**src/rtl/his_sched_pkg.sv**
```systemverilog
// Shared configuration, state encoding and derived widths for the histogram frame scheduler.
package his_sched_pkg;

    localparam int PIXEL_NUM  = 3;
    localparam int NP         = 10;
    localparam int ACQ_NUM    = 4;
    localparam int DATA_NUM   = 2;
    localparam int CLR_CYCLES = 4;
    localparam int PIPE_LAT   = 3;
    localparam int TIMEOUT    = 1024;

    localparam int SAMPLES_PER_PIX = ACQ_NUM * DATA_NUM;
    localparam int PIX_W           = $clog2(PIXEL_NUM);
    localparam int CNT_W           = $clog2(SAMPLES_PER_PIX + 1);
    localparam int CYC_W           = $clog2(TIMEOUT);

    function automatic int maxOf3(input int a, input int b, input int c);
        int m;
        m = (a > b) ? a : b;
        return (m > c) ? m : c;
    endfunction

    // One phase counter is shared by CLEAR, DRAIN and READOUT.
    localparam int PH_W = $clog2(maxOf3(CLR_CYCLES, PIPE_LAT, PIXEL_NUM));

    typedef enum logic [2:0] {
        IDLE,
        CLEAR,
        COLLECT,
        DRAIN,
        READOUT,
        DONE
    } state_t;

endpackage

```
**src/rtl/his_frame_scheduler_if.sv**
```systemverilog
// Pixel, histogram-builder and readout signals of the frame scheduler.
interface his_frame_scheduler_if;
    import his_sched_pkg::*;

    logic [PIXEL_NUM-1:0]    pix_valid;
    logic [PIXEL_NUM*NP-1:0] pix_data;
    logic [PIXEL_NUM-1:0]    pix_ready;
    logic                    his_wrEn;
    logic [NP-1:0]           his_data;
    logic [PIX_W-1:0]        his_pix;
    logic                    his_clr;
    logic [PIXEL_NUM*NP-1:0] peak_in;
    logic                    peak_valid;
    logic [PIX_W-1:0]        peak_pix;
    logic [NP-1:0]           peak_data;

    modport master (
        input  pix_valid, pix_data, peak_in,
        output pix_ready, his_wrEn, his_data, his_pix, his_clr,
               peak_valid, peak_pix, peak_data
    );

    modport slave (
        output pix_valid, pix_data, peak_in,
        input  pix_ready, his_wrEn, his_data, his_pix, his_clr,
               peak_valid, peak_pix, peak_data
    );

endinterface

```
**src/rtl/rr_arbiter.sv**
```systemverilog
// Round-robin pick of the first requesting pixel at or after ptr, wrapping modulo PIXEL_NUM.
module rr_arbiter
    import his_sched_pkg::*;
(
    input  logic [PIXEL_NUM-1:0] req,
    input  logic [PIX_W-1:0]     ptr,
    output logic [PIXEL_NUM-1:0] grant,
    output logic [PIX_W-1:0]     grantIdx
);

    always_comb begin
        logic           found;
        logic [PIX_W:0] idx;
        grant    = '0;
        grantIdx = '0;
        found    = 1'b0;
        idx      = '0;
        for (int unsigned k = 0; k < PIXEL_NUM; k++) begin
            idx = {1'b0, ptr} + (PIX_W + 1)'(k);
            if (idx >= (PIX_W + 1)'(PIXEL_NUM)) begin
                idx = idx - (PIX_W + 1)'(PIXEL_NUM);
            end
            if (!found && req[idx[PIX_W-1:0]]) begin
                found                   = 1'b1;
                grant[idx[PIX_W-1:0]]   = 1'b1;
                grantIdx                = idx[PIX_W-1:0];
            end
        end
    end

endmodule

```
**src/rtl/his_frame_scheduler.sv**
```systemverilog
// Frame controller: clears the histogram, arbitrates pixel timestamps onto the builder
// write port up to a per-pixel quota, then snapshots and serialises the peak results.
module his_frame_scheduler
    import his_sched_pkg::*;
(
    input  logic                  clk,
    input  logic                  res,
    input  logic                  start,
    his_frame_scheduler_if.master bus,
    output logic                  busy,
    output logic                  frame_done,
    output logic                  timeout
);

    state_t               state, stateNext;
    logic [PH_W-1:0]      phaseCnt;
    logic [CYC_W-1:0]     cycCnt;
    logic [CNT_W-1:0]     sampleCnt [PIXEL_NUM];
    logic [PIX_W-1:0]     ptr;
    logic [NP-1:0]        snapshot  [PIXEL_NUM];
    logic [NP-1:0]        pixWord   [PIXEL_NUM];
    logic [PIXEL_NUM-1:0] eligible;
    logic [PIXEL_NUM-1:0] grant;
    logic [PIX_W-1:0]     grantIdx;
    logic                 xfer;
    logic                 quotaMet;
    logic                 cycLast;

    always_comb begin
        for (int unsigned i = 0; i < PIXEL_NUM; i++) begin
            pixWord[i]  = bus.pix_data[i*NP +: NP];
            eligible[i] = (state == COLLECT) && bus.pix_valid[i]
                          && (sampleCnt[i] != CNT_W'(SAMPLES_PER_PIX));
        end
    end

    rr_arbiter u_arb (
        .req      (eligible),
        .ptr      (ptr),
        .grant    (grant),
        .grantIdx (grantIdx)
    );

    assign xfer    = |(grant & bus.pix_valid);
    assign cycLast = (cycCnt == CYC_W'(TIMEOUT - 1));

    // Quota check includes this cycle's transfer, so a last sample on the final
    // COLLECT cycle completes the frame instead of timing out.
    always_comb begin
        quotaMet = 1'b1;
        for (int unsigned i = 0; i < PIXEL_NUM; i++) begin
            if ((sampleCnt[i] + CNT_W'(xfer && (grantIdx == PIX_W'(i))))
                    != CNT_W'(SAMPLES_PER_PIX)) begin
                quotaMet = 1'b0;
            end
        end
    end

    always_ff @(posedge clk or negedge res) begin
        if (!res) state <= IDLE;
        else      state <= stateNext;
    end

    always_comb begin
        stateNext = state;
        unique case (state)
            IDLE:    if (start) stateNext = CLEAR;
            CLEAR:   if (phaseCnt == PH_W'(CLR_CYCLES - 1)) stateNext = COLLECT;
            COLLECT: if (quotaMet || cycLast) stateNext = DRAIN;
            DRAIN:   if (phaseCnt == PH_W'(PIPE_LAT - 1)) stateNext = READOUT;
            READOUT: if (phaseCnt == PH_W'(PIXEL_NUM - 1)) stateNext = DONE;
            DONE:    stateNext = IDLE;
            default: stateNext = IDLE;
        endcase
    end

    always_ff @(posedge clk or negedge res) begin
        if (!res) begin
            phaseCnt     <= '0;
            cycCnt       <= '0;
            ptr          <= '0;
            timeout      <= 1'b0;
            bus.his_wrEn <= 1'b0;
            bus.his_data <= '0;
            bus.his_pix  <= '0;
            for (int unsigned i = 0; i < PIXEL_NUM; i++) begin
                sampleCnt[i] <= '0;
                snapshot[i]  <= '0;
            end
        end else begin
            phaseCnt     <= (stateNext != state) ? '0 : phaseCnt + 1'b1;
            bus.his_wrEn <= xfer;
            if (xfer) begin
                bus.his_data        <= pixWord[grantIdx];
                bus.his_pix         <= grantIdx;
                sampleCnt[grantIdx] <= sampleCnt[grantIdx] + 1'b1;
                ptr <= (grantIdx == PIX_W'(PIXEL_NUM - 1)) ? '0 : grantIdx + 1'b1;
            end
            if (state == IDLE && start) begin
                timeout <= 1'b0;
                cycCnt  <= '0;
                for (int unsigned i = 0; i < PIXEL_NUM; i++) sampleCnt[i] <= '0;
            end
            if (state == COLLECT) begin
                if (!cycLast) cycCnt <= cycCnt + 1'b1;
                if (cycLast && !quotaMet) timeout <= 1'b1;
            end
            if (state == DRAIN && stateNext == READOUT) begin
                for (int unsigned i = 0; i < PIXEL_NUM; i++) snapshot[i] <= bus.peak_in[i*NP +: NP];
            end
        end
    end

    always_comb begin
        busy           = (state != IDLE);
        frame_done     = (state == DONE);
        bus.his_clr    = (state == CLEAR);
        bus.pix_ready  = grant;
        bus.peak_valid = 1'b0;
        bus.peak_pix   = '0;
        bus.peak_data  = '0;
        if (state == READOUT) begin
            bus.peak_valid = 1'b1;
            bus.peak_pix   = PIX_W'(phaseCnt);
            bus.peak_data  = snapshot[phaseCnt];
        end
    end

endmodule

```
**src/flat_wrapper.sv**
```systemverilog
// flat-port wrapper written by rule: the top's interface ports become plain ports
module his_frame_scheduler_flat import his_sched_pkg::*;
  (clk, res, start, busy, frame_done, timeout, bus_pix_valid, bus_pix_data, bus_peak_in, bus_pix_ready, bus_his_wrEn, bus_his_data, bus_his_pix, bus_his_clr, bus_peak_valid, bus_peak_pix, bus_peak_data);
  his_frame_scheduler_if bus_i ();
  input  logic clk;
  input  logic res;
  input  logic start;
  output logic busy;
  output logic frame_done;
  output logic timeout;
  input wire logic [$bits(bus_i.pix_valid)-1:0] bus_pix_valid;
  input wire logic [$bits(bus_i.pix_data)-1:0] bus_pix_data;
  input wire logic [$bits(bus_i.peak_in)-1:0] bus_peak_in;
  output wire logic [$bits(bus_i.pix_ready)-1:0] bus_pix_ready;
  output wire logic [$bits(bus_i.his_wrEn)-1:0] bus_his_wrEn;
  output wire logic [$bits(bus_i.his_data)-1:0] bus_his_data;
  output wire logic [$bits(bus_i.his_pix)-1:0] bus_his_pix;
  output wire logic [$bits(bus_i.his_clr)-1:0] bus_his_clr;
  output wire logic [$bits(bus_i.peak_valid)-1:0] bus_peak_valid;
  output wire logic [$bits(bus_i.peak_pix)-1:0] bus_peak_pix;
  output wire logic [$bits(bus_i.peak_data)-1:0] bus_peak_data;
  assign bus_i.pix_valid = bus_pix_valid;
  assign bus_i.pix_data = bus_pix_data;
  assign bus_i.peak_in = bus_peak_in;
  assign bus_pix_ready = bus_i.pix_ready;
  assign bus_his_wrEn = bus_i.his_wrEn;
  assign bus_his_data = bus_i.his_data;
  assign bus_his_pix = bus_i.his_pix;
  assign bus_his_clr = bus_i.his_clr;
  assign bus_peak_valid = bus_i.peak_valid;
  assign bus_peak_pix = bus_i.peak_pix;
  assign bus_peak_data = bus_i.peak_data;
  his_frame_scheduler u_core (.clk(clk), .res(res), .start(start), .bus(bus_i), .busy(busy), .frame_done(frame_done), .timeout(timeout));
endmodule
```
**config.mk**
```make
export PLATFORM = sky130hd
export DESIGN_NAME = his_frame_scheduler_flat
export DESIGN_NICKNAME = d
export VERILOG_FILES = /design/src/rtl/his_sched_pkg.sv /design/src/rtl/his_frame_scheduler_if.sv /design/src/rtl/rr_arbiter.sv /design/src/rtl/his_frame_scheduler.sv /design/src/flat_wrapper.sv
export SDC_FILE = /design/constraint.sdc
export NUM_CORES = 1
export LEC_CHECK = 0
export ABC_AREA = 1
export CORE_UTILIZATION = 54
export CTS_CLUSTER_DIAMETER = 30
export DETAILED_ROUTE_END_ITERATION = 12
export GPL_ROUTABILITY_DRIVEN = 0
export PLACE_DENSITY = 0.86
export SLEW_MARGIN = 5
export SYNTH_ARGS = -nofsm -noshare
export SYNTH_HDL_FRONTEND = slang
export SYNTH_HIERARCHICAL = 1
export SYNTH_SLANG_ARGS = --single-unit
```
**constraint.sdc**
```tcl
create_clock -name clk -period 8.3 [get_ports clk]
set_clock_uncertainty 0.1 [all_clocks]
set_input_delay 0.83 -clock clk [delete_from_list [all_inputs] [get_ports clk]]
set_output_delay 0.83 -clock clk [all_outputs]
set_load 0.05 [all_outputs]
```
==> COMMIT_EDITMSG, run 1 <==
Add synthesis and place-and-route results

- Top-count cell post-synth: sky130_fd_sc_hd__nand2_1
* 1st-iter DRT viols: 345
* Origin of the worst setup path: u_core/state[0]$_DFF_PN0_
- The worst setup path is captured at a flop.
- Summed over all cells, the static leakage comes to 2.48 nW.
- Commonest cells in the synthesized netlist: sky130_fd_sc_hd__nand2_1, sky130_fd_sc_hd__dfrtp_1, sky130_fd_sc_hd__nor2_1
- Post-route total power: ~2.0 mW
- Antenna diode count: 0
* Reg area: 1830 µm²
- Across the whole layout, storage elements make up 33.6% of the cell area.
- The final route contains ~4k vias.
- Global route summary, busiest routing layer listed as met2.
- Cell type with the largest total area after synthesis: sky130_fd_sc_hd__dfrtp_1
- # setup viols final: 0
* Met2 routed WL: roughly 5.2 mm
- With fillers left out, the area of the finished cells amounts to roughly 5400 µm².
- Arrival time at the worst endpoint: 4.92 ns
- Register bit count reported by yosys: 73
* Post-detailed-routing wire length: 10.7 mm
- Crit-path max FO: 28
- Switching portion of total power: 48.4%
- The flow ran to the end, and the final reports show no timing, DRC or antenna violations.
* Synthesis-to-finish area growth: 29.5%
- Number of nets in the final layout: 682
- The synthesized netlist has a Yosys-reported chip area of 4200 µm².
- OpenROAD warning count: 30
- The OpenROAD report gives the critical path a required time of 8.43 ns.
- Number of buffers inserted to repair setup after CTS: 0
- Leaving out fill and tap cells, the most frequent cell in the layout is sky130_fd_sc_hd__nand2_1.
- Tally of unique sky130hd cells used after synthesis: 35
- Width of the die: 90.2 µm
- From bottom edge to top edge, the die measures 90.2 µm.
- The total area inside the core boundary comes to ~7400 µm².
* Post-synthesis average cell area: 8.32 µm²
- First-pass GRT wire length: 17.8 mm
* Adder share: 4.17%
* Cts repair resizes: 0
* Crit path depth: 26
* Port Buffer Count: 98
* Tap cell count: 99
- Warnings reported by Yosys during synthesis add up to 6.
* H-tree level count: 3
- The total overflow left after global routing is 0.
- TritonRoute reported its final design rule violation total as 0.
- STA reports a reg2reg setup slack of between 3 and 4 ns.
- Of the total standard cell area in the layout, the multi-input combinational portion is 37.7%.
- Power in the clock group: 0.286 mW
* Path type of the worst min-delay path: flop to flop
* Dominant register cell in the synthesized netlist: sky130_fd_sc_hd__dfrtp_1
- Buffers inserted during clock tree synthesis total 9.
- Met1 usage in global routing: a little over a third
- For reference, compound AND-OR and OR-AND cells occupy 12.2% of the area reported after synthesis.
- Met3 capacity usage during global routing: about 6.2%
- Largest regs: u_core/snapshot (30), u_core/sampleCnt (12)
- Post-synth area hogs: sky130_fd_sc_hd__dfrtp_1, sky130_fd_sc_hd__nand2_1, sky130_fd_sc_hd__mux2_2
- Hold violation count in the final report: 0
- The synthesized netlist occupies a cell area of 4200 µm².
- The critical path's slowest stage uses the library cell sky130_fd_sc_hd__nand3_1.
* Power density normalized to cell area: 367 nW/µm²
* Top pwr grp: combinational logic
==> run_1/m3.png <==
Drawn at 4 px/µm.
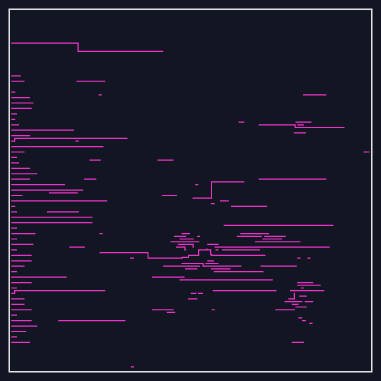
- longest straight run: 28.5 µm
- wire length on this layer: 822 µm
- nets with wire on the layer: 103

==> run_1/clock_nets.png <==
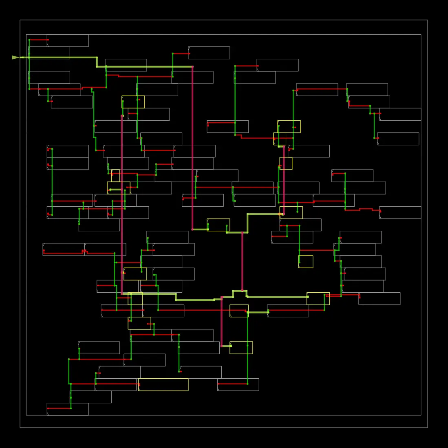
number of clock buffer instances in the layout: 9
number of clock sinks: 73
sequential cell count of the final layout: 73
clock latency on the worst-skew pair: 0.35 ns

==> run_1/ff_map.png <==
Drawn at 4 px/µm. Other sequential cells in the stronger gray, the rest of the logic in the fainter gray.
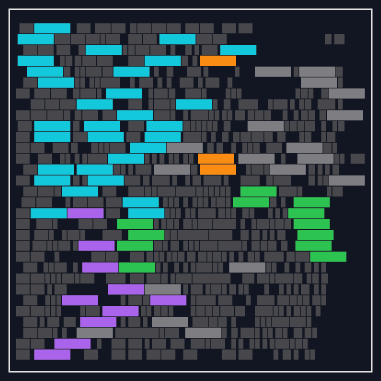
- u_core/state: orange (placed flops 3)
- u_core/snapshot: cyan (placed flops 30)
- u_core/bus.his_data: purple (placed flops 10; where south-west)
- u_core/sampleCnt: green (placed flops 12)
- not colored: 18

==> run_1/route_heat.png <==
Drawn at 4 px/µm. 18 x 18 tiles, from black (low) to pale yellow (high), scaled to the fullest tile. Values are wire area over tile area, all layers added.
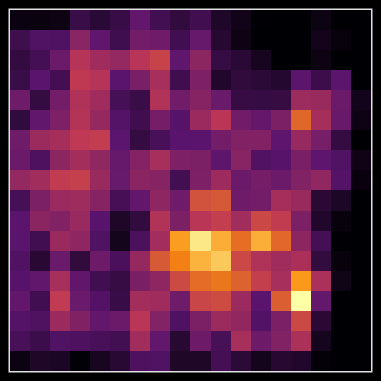

--- run 2 (diff from run 1) ---
--- a/config.mk
+++ b/config.mk
@@ -6,11 +6,11 @@
 export NUM_CORES = 1
 export LEC_CHECK = 0
 export ABC_AREA = 1
-export CORE_UTILIZATION = 54
+export CORE_UTILIZATION = 46
 export CTS_CLUSTER_DIAMETER = 30
 export DETAILED_ROUTE_END_ITERATION = 12
 export GPL_ROUTABILITY_DRIVEN = 0
-export PLACE_DENSITY = 0.86
+export PLACE_DENSITY = 0.78
 export SLEW_MARGIN = 5
 export SYNTH_ARGS = -nofsm -noshare
 export SYNTH_HDL_FRONTEND = slang
==> constraint.sdc (replaced) <==
create_clock -name clk -period 4.39 [get_ports clk]
set_clock_uncertainty 0.1 [all_clocks]
set_input_delay 0.439 -clock clk [delete_from_list [all_inputs] [get_ports clk]]
set_output_delay 0.439 -clock clk [all_outputs]
set_load 0.05 [all_outputs]
==> run_2/route_heat.png <==
Drawn at 4 px/µm. 20 x 20 tiles, from black (low) to pale yellow (high), scaled to the fullest tile. Values are wire area over tile area, all layers added.
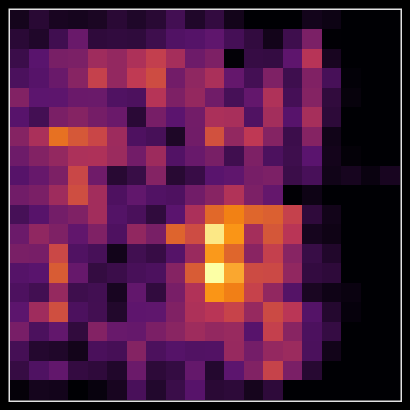
- fullest tile: 0.73
- tiles over half the peak: 9.8%
- mean over tiles: 0.18
- nearly empty tiles: 17%
- densest ninth of the die: center

==> run_2/clock_nets.png <==
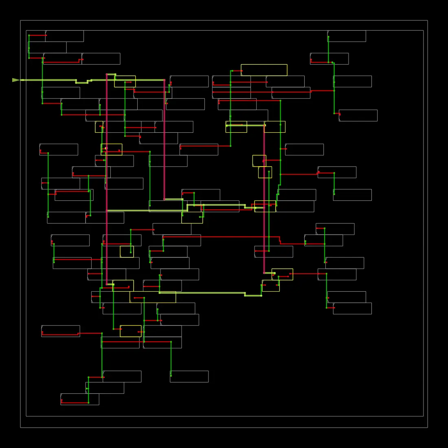
Inserted Clock Buffers: 9
power in the clock group: 0.604 mW

==> run 2 against run 1 <==
Global-route usage is 4.8 points lower. Via count down 3.4%. Count of clock-buffer cells in the layout is the same. Synthesized cell count stayed put. Clock power rose by 110%. First-iteration DRC count shrank 14%. Setup slack lost 3.1 ns. Largest cell class unchanged. Register-to-register slack lost 3.1 ns. Critical path depth is 4 higher. Non-clock buffer count increased by 4. Synthesized area stayed put. Sequential power rose by 88%.
==> COMMIT_EDITMSG, run 2 <==
Add synthesis and place-and-route results

- Result of the run: finished clean
* Chip area from the yosys synthesis statistics: 4200 µm²
- STA classifies the critical path startpoint as a flop.
* Fin crit period: 3.94 ns
- Synthesis-to-finish area growth: 31.1%
* Detailed-routing iteration count for the pre-antenna-repair pass: 5
- Looking at the worst setup and hold paths, the clock pins of their registers show a slew of roughly 0.080 ns.
* Commonest cells in the synthesized netlist: sky130_fd_sc_hd__nand2_1, sky130_fd_sc_hd__dfrtp_1, sky130_fd_sc_hd__nor2_1
- Number of hold buffers added after cts: 0
- Wire length on met3: 742 µm
* Dominant register cell in the synthesized netlist: sky130_fd_sc_hd__dfrtp_1
* Met2 routed WL: between 4 and 5 mm
- Peak supply drop: 452 µV
- Among the non-sequential cells, simple AND/OR/NAND/NOR gates take the most area.
- The post-synth count of flops with an enable pin is 0.
- 1st-iter DRT viols: 297
* RSZ-0062 raised after global routing: no
- Post-synthesis mux area share: 8.81%
- In the final timing run, aggregate negative setup slack is 0 ns.
* Met1 usage in global routing: 29.4%
- Origin of the worst setup path: u_core/state[0]$_DFF_PN0_
- Crit end category: flop
- Detailed placement reports a standard cell area of 5280 µm².
* Port Buffer Count: 98
- By instance count, the leading cell after synthesis is sky130_fd_sc_hd__nand2_1.
- Reg area: 1830 µm²
- Met3 capacity usage during global routing: 4.96%
- DRC violation count after routing: 0
* Final core utilization: 62.6%
- Post-route total power: 3.86 mW
* Slack of the worst reg-to-reg path: 0.45 ns
- After clock tree synthesis, the repair step resized 0 gates.
- The finished cells cover 5510 µm².
- The switching portion of total power comes to 47.1%.
* Tap cell count: roughly 110
- Placed Instances: 703
- FF-to-FF End: u_core/phaseCnt[0]$_DFF_PN0_
- In the finished design, the share of the clock period the worst path needs comes to between 80% and 90%.
* Net count after synthesis: 585
- During I/O placement, the number of pins put on the boundary was 99.
* Average wire per cell in the routed design: ~14 µm
- Crit-path max FO: 11
* Reg2Reg Depth: 30
- Of all power groups, the one with the highest power is combinational logic.
- Yosys mapped the design onto 35 distinct sky130hd cell types.
- Leakage power figure: 2.52 nW
* Sequential cell count of the final layout: 73
- By area, the class that comes first in the final layout consists of combinational gates.
- Hold violation count in the final report: 0
- Averaged over all synthesized cells, the footprint is between 8 and 9 µm².
- Number of clock buffer instances in the layout: 9
- In the global route stage, overall resource usage came out at 22.7%.
- GRT met2 Usage: 37.0%
- Number of buffers outside the clock class in the layout: around 100
- Post-detailed-routing wire length: a little over 10 mm
* Final worst-path setup slack: 0.453 ns
- For reference, simple AND, OR, NAND and NOR cells occupy a little under a quarter of the area reported after synthesis.
- Sequential share of cell area: between 30% and 40%
- For reference, full adder, half adder and majority cells occupy ~4.2% of the area reported after synthesis.
- Entering global routing, the biggest net connects 39 pins.
* Required time at the worst-slack endpoint: about 4.5 ns
* Logic share of the area: a little under two fifths
* Synth warnings: 6
- Antenna violations before repair: 0
- Post-Syn Area: 4200 µm²
- Power density normalized to cell area: ~700 nW/µm²
- Yosys stat cell total: 505
- The vertical die dimension reported for this design is 97.6 µm.
- TritonCTS built the clock tree.
* Post-synth area hogs: sky130_fd_sc_hd__dfrtp_1, sky130_fd_sc_hd__nand2_1, sky130_fd_sc_hd__mux2_2
* Largest regs: u_core/snapshot (30), u_core/sampleCnt (12)
- The layout has 65 inverters outside the clock class.
- Antenna diode count: 0
- Routed Antenna Nets: 0
* Maximum capacitance violations: 0
* Critical path type: flop to flop
* Most used logic cell in the final layout: sky130_fd_sc_hd__nand2_1
* Root Driver: sky130_fd_sc_hd__clkbuf_8
- Sequential cells consume a total of 1.15 mW.
* Clock latency on the worst-skew pair: 0.35 ns
* Buf+Inv Stages, Crit Path: 7
* Relative contribution of combinational cells to total power: a little over half
* Power drawn by the combinational cells: 2.10 mW
- Counting every sink on the clock net gives approximately 73.
- Xor-xnor portion of the synthesized cell area: 0.387%
* Data-path buffer share of cell area in the final layout: between 10% and 20%
- Vias: 3,845
- For the worst setup path, the data arrival time is 4.06 ns.
- Ranking logic cells in the layout by count gives the top entries sky130_fd_sc_hd__nand2_1, sky130_fd_sc_hd__clkdlybuf4s50_1, sky130_fd_sc_hd__dfrtp_1, sky130_fd_sc_hd__nor2_1, sky130_fd_sc_hd__inv_1.
- Max-slew headroom: 44.9%
- Worst path slowest cell: sky130_fd_sc_hd__dfrtp_1
- H-tree level count: 3
* Yosys aoi share: 12.2%
- Largest incremental delay on the critical path: 0.40 ns
- The tool warning count for the run is 30.
- Startpoint of the worst-slack reg-to-reg timing path: u_core/state[0]$_DFF_PN0_
- Number of nets in the final layout: 686
- The post-synth register bit count is 73.
- The net switching power in the latest report is 1.82 mW.
- Vias in the first global route: 3,814
- Max Clk Rate: 254 MHz
- Recorded from the global router log, the overflow total was 0.
- The first global-routing pass estimated between 15 and 20 mm of wire.
* Global-route layer with the greatest usage: met2
- At the placement stage, the worst setup path has a slack of 0.323 ns.
- Total die area: 9530 µm²
- The die is 97.6 µm wide.
* Number of buffers inserted to repair setup after CTS: 0
- CTS reports a maximum clock tree buffer depth of 2.
- Path type of the worst min-delay path: input pin to async pin
* # setup viols final: 0
- Tightest Pin Transition: 0.827 ns
- The timing report lists the critical path depth as 30 cells.
- Area inside the core boundary: 8810 µm²
- The largest total area in the synthesized netlist belongs to sky130_fd_sc_hd__dfrtp_1.
* Post-synthesis sequential area ratio: 43.5%
* Share of final-layout standard cells stronger than drive strength 1: 13.7%
- Hold is met by 0.0708 ns.
Power and IR drop assume default switching activity.
